**Sequential cells grouped by signal name**

Other sequential cells in the stronger grey, the rest of the logic in the fainter grey.
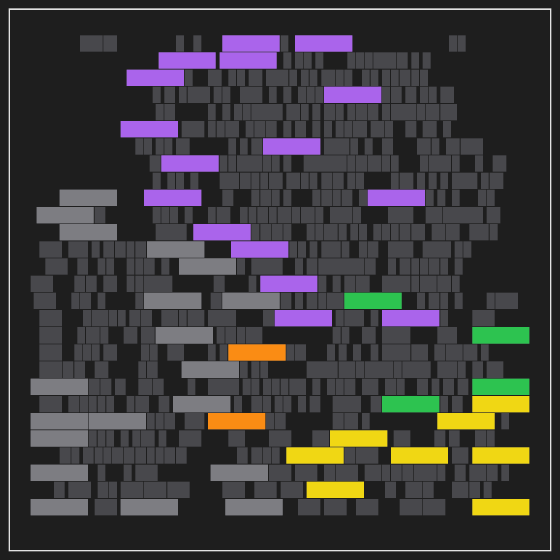
**Logic cells by family**

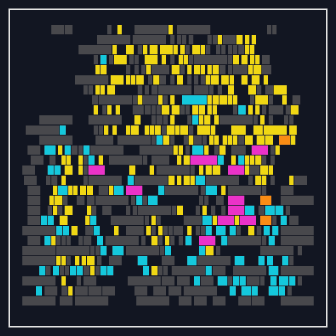
### src/rtl/ccff_chain_loader.sv
// rtl/ccff_chain_loader.sv - serializes bitstream words into a gated configuration chain
// Optional readback verify (CRC-16 recirculation) enabled by defining CCFF_READBACK_EN.
module ccff_chain_loader #(
  parameter int CHAIN_LEN = 58,
  parameter int WORD_W    = 8,
  parameter int CNT_W     = 16
) (
  input  logic              prog_clk,
  input  logic              pReset,
  input  logic              start,
  input  logic              abort,
  input  logic              word_valid,
  input  logic [WORD_W-1:0] word_data,
  output logic              word_ready,
  output logic              ccff_head,
  output logic              ccff_clk_en,
  input  logic              ccff_tail,
  output logic              busy,
  output logic              done,
  output logic              verify_ok,
  output logic              verify_err,
  output logic [CNT_W-1:0]  bit_count
);

  localparam int BL_W = $clog2(WORD_W + 1);

  typedef enum logic [1:0] {
    IDLE = 2'd0,
    LOAD = 2'd1,
    DONE = 2'd2
`ifdef CCFF_READBACK_EN
    , VERIFY = 2'd3
`endif
  } state_t;

  state_t            state;
  logic [WORD_W-1:0] sreg;
  logic [BL_W-1:0]   bits_left;
  logic [CNT_W-1:0]  bits_acc;
  logic [CNT_W-1:0]  remaining;
  logic [BL_W-1:0]   take;
  logic              head_q;

  // Last word of the load may be partial; only the bits still owed to the chain are taken.
  assign remaining  = CNT_W'(CHAIN_LEN) - bits_acc;
  assign take       = (remaining >= CNT_W'(WORD_W)) ? BL_W'(WORD_W) : remaining[BL_W-1:0];
  assign word_ready = (state == LOAD) && (bits_acc != CNT_W'(CHAIN_LEN)) && (bits_left <= BL_W'(1));
  assign busy       = (state != IDLE);

`ifdef CCFF_READBACK_EN
  logic [15:0] crc_ld;
  logic [15:0] crc_rb;
  logic [15:0] crc_rb_next;

  function automatic logic [15:0] crc_step(input logic [15:0] c, input logic b);
    logic fb;
    fb = c[15] ^ b;
    return {c[14:0], 1'b0} ^ (fb ? 16'h1021 : 16'h0000);
  endfunction

  assign crc_rb_next = crc_step(crc_rb, ccff_tail);
  // Recirculation is combinational so the chain keeps its contents after VERIFY.
  assign ccff_head   = (state == VERIFY) ? ccff_tail : head_q;
`else
  logic unused_tail;
  assign unused_tail = ccff_tail;
  assign ccff_head   = head_q;
  assign verify_ok   = 1'b0;
  assign verify_err  = 1'b0;
`endif

  always_ff @(posedge prog_clk or posedge pReset) begin
    if (pReset) begin
      state       <= IDLE;
      sreg        <= '0;
      bits_left   <= '0;
      bits_acc    <= '0;
      bit_count   <= '0;
      head_q      <= 1'b0;
      ccff_clk_en <= 1'b0;
      done        <= 1'b0;
`ifdef CCFF_READBACK_EN
      verify_ok   <= 1'b0;
      verify_err  <= 1'b0;
      crc_ld      <= 16'hFFFF;
      crc_rb      <= 16'hFFFF;
`endif
    end else if (abort) begin
      state       <= IDLE;
      sreg        <= '0;
      bits_left   <= '0;
      head_q      <= 1'b0;
      ccff_clk_en <= 1'b0;
      done        <= 1'b0;
    end else begin
      case (state)
        IDLE: begin
          done <= 1'b0;
          if (start) begin
            state     <= LOAD;
            sreg      <= '0;
            bits_left <= '0;
            bits_acc  <= '0;
            bit_count <= '0;
`ifdef CCFF_READBACK_EN
            verify_ok  <= 1'b0;
            verify_err <= 1'b0;
            crc_ld     <= 16'hFFFF;
            crc_rb     <= 16'hFFFF;
`endif
          end
        end
        LOAD: begin
          if (bit_count == CNT_W'(CHAIN_LEN)) begin
            head_q <= 1'b0;
`ifdef CCFF_READBACK_EN
            state       <= VERIFY;
            ccff_clk_en <= 1'b1;
            bit_count   <= '0;
`else
            state       <= DONE;
            ccff_clk_en <= 1'b0;
            done        <= 1'b1;
`endif
          end else begin
            if (bits_left != '0) begin
              head_q      <= sreg[0];
              ccff_clk_en <= 1'b1;
              sreg        <= sreg >> 1;
              bits_left   <= bits_left - BL_W'(1);
              bit_count   <= bit_count + CNT_W'(1);
`ifdef CCFF_READBACK_EN
              crc_ld      <= crc_step(crc_ld, sreg[0]);
`endif
            end else begin
              head_q      <= 1'b0;
              ccff_clk_en <= 1'b0;
            end
            // An accept overrides the shift update so the last old bit and the new word chain seamlessly.
            if (word_valid && word_ready) begin
              sreg      <= word_data;
              bits_left <= take;
              bits_acc  <= bits_acc + CNT_W'(take);
            end
          end
        end
`ifdef CCFF_READBACK_EN
        VERIFY: begin
          crc_rb    <= crc_rb_next;
          bit_count <= bit_count + CNT_W'(1);
          if (bit_count == CNT_W'(CHAIN_LEN - 1)) begin
            state       <= DONE;
            ccff_clk_en <= 1'b0;
            done        <= 1'b1;
            verify_ok   <= (crc_rb_next == crc_ld);
            verify_err  <= (crc_rb_next != crc_ld);
          end
        end
`endif
        DONE: begin
          done        <= 1'b0;
          ccff_clk_en <= 1'b0;
          head_q      <= 1'b0;
          state       <= IDLE;
        end
        default: state <= IDLE;
      endcase
    end
  end

endmodule

### config.mk
export PLATFORM = sky130hd
export DESIGN_NAME = ccff_chain_loader
export DESIGN_NICKNAME = d
export VERILOG_FILES = /design/src/rtl/ccff_chain_loader.sv
export SDC_FILE = /design/constraint.sdc
export NUM_CORES = 1
export LEC_CHECK = 0
export ABC_AREA = 1
export CAP_MARGIN = 30
export CORE_MARGIN = 3
export CORE_UTILIZATION = 55
export DETAILED_ROUTE_END_ITERATION = 8
export PLACE_DENSITY = 0.83
export SKIP_LAST_GASP = 1
export SLEW_MARGIN = 30
export SYNTH_ARGS = -nofsm -noshare
export SYNTH_HDL_FRONTEND = slang
export SYNTH_SLANG_ARGS = --single-unit
### constraint.sdc
create_clock -name prog_clk -period 3.69 [get_ports prog_clk]
set_input_delay 0.738 -clock prog_clk [delete_from_list [all_inputs] [get_ports prog_clk]]
set_output_delay 0.738 -clock prog_clk [all_outputs]
set_load 0.005 [all_outputs]
==> out/qor.csv <==
metric;value;unit
status;finished, final reports clean;
first-pass GRT wire length;15100;um
Hold EP;bit_count[13];
EDFF count, synth;0;
final max-slew violation count;0;
Power Clock;323;uW
clock transition at the registers of the reported paths;0.10;ns
internal reg-to-reg setup slack;0.34;ns
CP startpoint;bits_acc[1];
Clock Tree Root;clkbuf_8;
CTS max path bufs;2;
Starting Density;0.577;
Logic power comb;416;uW
Iteration-0 DRC Markers;265;
Max VDD drop;0.000222;V
die area;7310;um2
Rows;28;
count leader, synth;nand2_1;
tool warnings;33;
Switching Fraction;0.361;
worst-margin pin slew;0.607;ns
Rel. slew slack;0.595;
grt total ovfl;0;
WP depth;21;
final setup vio count;0;
pwr dens;345;nW/um2
Worst Path Buf+Inv;4;
Mapped Avg Cell Area;6.98;um2
CP endpoint;bits_acc[14];
cell-internal power;873;uW
cell count after synthesis;498;
synth cell count leaders;111 x nand2_1, 71 x inv_1, 59 x nor2_1, 49 x dfrtp_1, 32 x nand3_1;
Die W;85.5;um
CTS resizes;0;
crit-path cells;ha_1, inv_1, nand2_2, nand2_4, nand2_1, nand2_1, nand2_1, inv_2, nand3_2, nor2_4, nand3_4, nor2_2, inv_1, fa_1, inv_1, nand3_2, o21bai_4, nand4_1, nand2_1, nand2_1, nor2_1;
WS Path Type;flip-flop to flip-flop;
Setup Buffers After CTS;0;
Worst Reg-to-Reg Cells;21;
sequential share of power;0.459;
sw power;493;uW
HPWL after DPL;6430;um
# Max-Cap Violations;0;
logic gate share of total power;0.304;
initial antenna violation count;0;
diode count;0;
Mapped Area;3480;um2
Crit Path Max Fanout;10;
clock network fraction of total power;0.237;
ANT nets after route;0;
WL final;8430;um
Via Count;3458;
# Cells Yosys;498;
Seq share, synth;0.353;
Worst path slowest cell;dfrtp_1;
DR WL/cell;13.9;um
cell type with the largest total area;dfrtp_1;
fin crit share;0.908;
Skew-Pair Late Insertion Delay;0.31;ns
gr usage total;0.249;
CTS tree;built;
DRC viols;0;
total core area;6030;um2
Via density;5.70;
yosys stat area;3480;um2
yosys warns;0;
Reg-to-Reg Start;bits_acc[1];
Initial DRT Pass Iterations;5;
vias in the first global route;3323;
CTS Buf Count;5;
Synth Register Bits;49;
RSZ-0062 raised after global routing;false;
CP required;3.93;ns
CP max stage delay;0.50;ns
minimum clock period;3.35;ns
share of cells above drive strength 1;0.0902;
FFs w/ async S/R, synth;1.00;
Top cells by area;dfrtp_1 35%, nand2_1 12%, inv_1 7.7%;
Fin. Hold Viols;0;
dpl cells;599;
H-tree Lvls;2;
top power group;sequential cells;
main flop type;dfrtp_1;
## Picture notes: 'sequential cells grouped by signal name'
| colour | name in the netlist | placed flops |
|---|---|---|
| purple | bits_acc | 16 |
| orange | state | 2 |
| green | bits_left | 4 |
| yellow | sreg | 8 |
not coloured: 19
fin util: 0.658
sequential fraction of total cell area: 0.309
sequential group power: 628 uW
register area: 1230 um2

## Picture notes: 'logic cells by family'
| colour | family | cells |
|---|---|---|
| orange | XOR/XNOR gates | 3 |
| cyan | inverting AOI/OAI gates | 76 |
| magenta | adder and majority cells | 10 |
| yellow | NAND gates | 183 |

[layout make-up]
cell class,instances,area [um2]
inverter,76,288
sequential,49,1230
tap,75,93.8
clock buffer,6,72.6
timing repair buffer,37,360
clock inverter,2,13.8
multi-input combinational,362,1910
fill,527,2060
[metrics by stage]
stage	setup WS [ns]	util	area [um2]	power (uW)
finish	0.341	0.658	3960	1370
global route	0.0259	0.658	3960	1460
CTS	0.325	0.657	3960	1370
detailed placement	0.355	0.643	3870	1050
global placement	0.491	0.643	3870	1030
floorplan	0.829	-	3480	897
[metal layers]
| layer | global-route usage | up-vias | part of all wire |
|---|---|---|---|
| met5 | 0 | - | 0 |
| met4 | 0.0734 | 0 | 0.018 |
| met3 | 0.0346 | 18 | 0.055 |
| met2 | 0.397 | 126 | 0.49 |
| met1 | 0.353 | 1622 | 0.44 |
| li1 | - | 1692 | - |
[state kept, by name (all words and copies together) (netlist names)]
register and cells:
ccff_head 1, done 1, bit_count 16, state 2, sreg 8, ccff_clk_en 1
bits_acc 16, bits_left 4
[cells in the final DEF (no fill, tap or decap), types with 2 or more instances in the layout]
master	instances
nand2_1	111
o31ai_1	2
conb_1	2
nor3_1	13
inv_1	70
o211ai_1	12
nand2_2	9
nand3_2	7
nand3_1	32
nor2_1	58
clkdlybuf4s50_1	33
inv_2	4
nor4_1	4
dfrtp_1	49
ha_1	9
buf_4	4
nand4_1	21
xor2_1	3
a21oi_1	25
o21ai_0	28
clkbuf_8	5
nor2_4	5
nor2_2	5
[logic make-up (layout without fill, tap and decap cells)]
family | Yosys count | in the layout | synth area share
other cells | 1 | 2 | 0.00108
flops | 49 | 49 | 0.353
buf+inv | 88 | 121 | 0.100
compound gates | 77 | 77 | 0.132
fa+ha+maj | 10 | 10 | 0.0381
xor+xnor | 3 | 3 | 0.00756
simple gates | 270 | 270 | 0.368
No activity file was given, so power comes from the tool's default toggle rates.
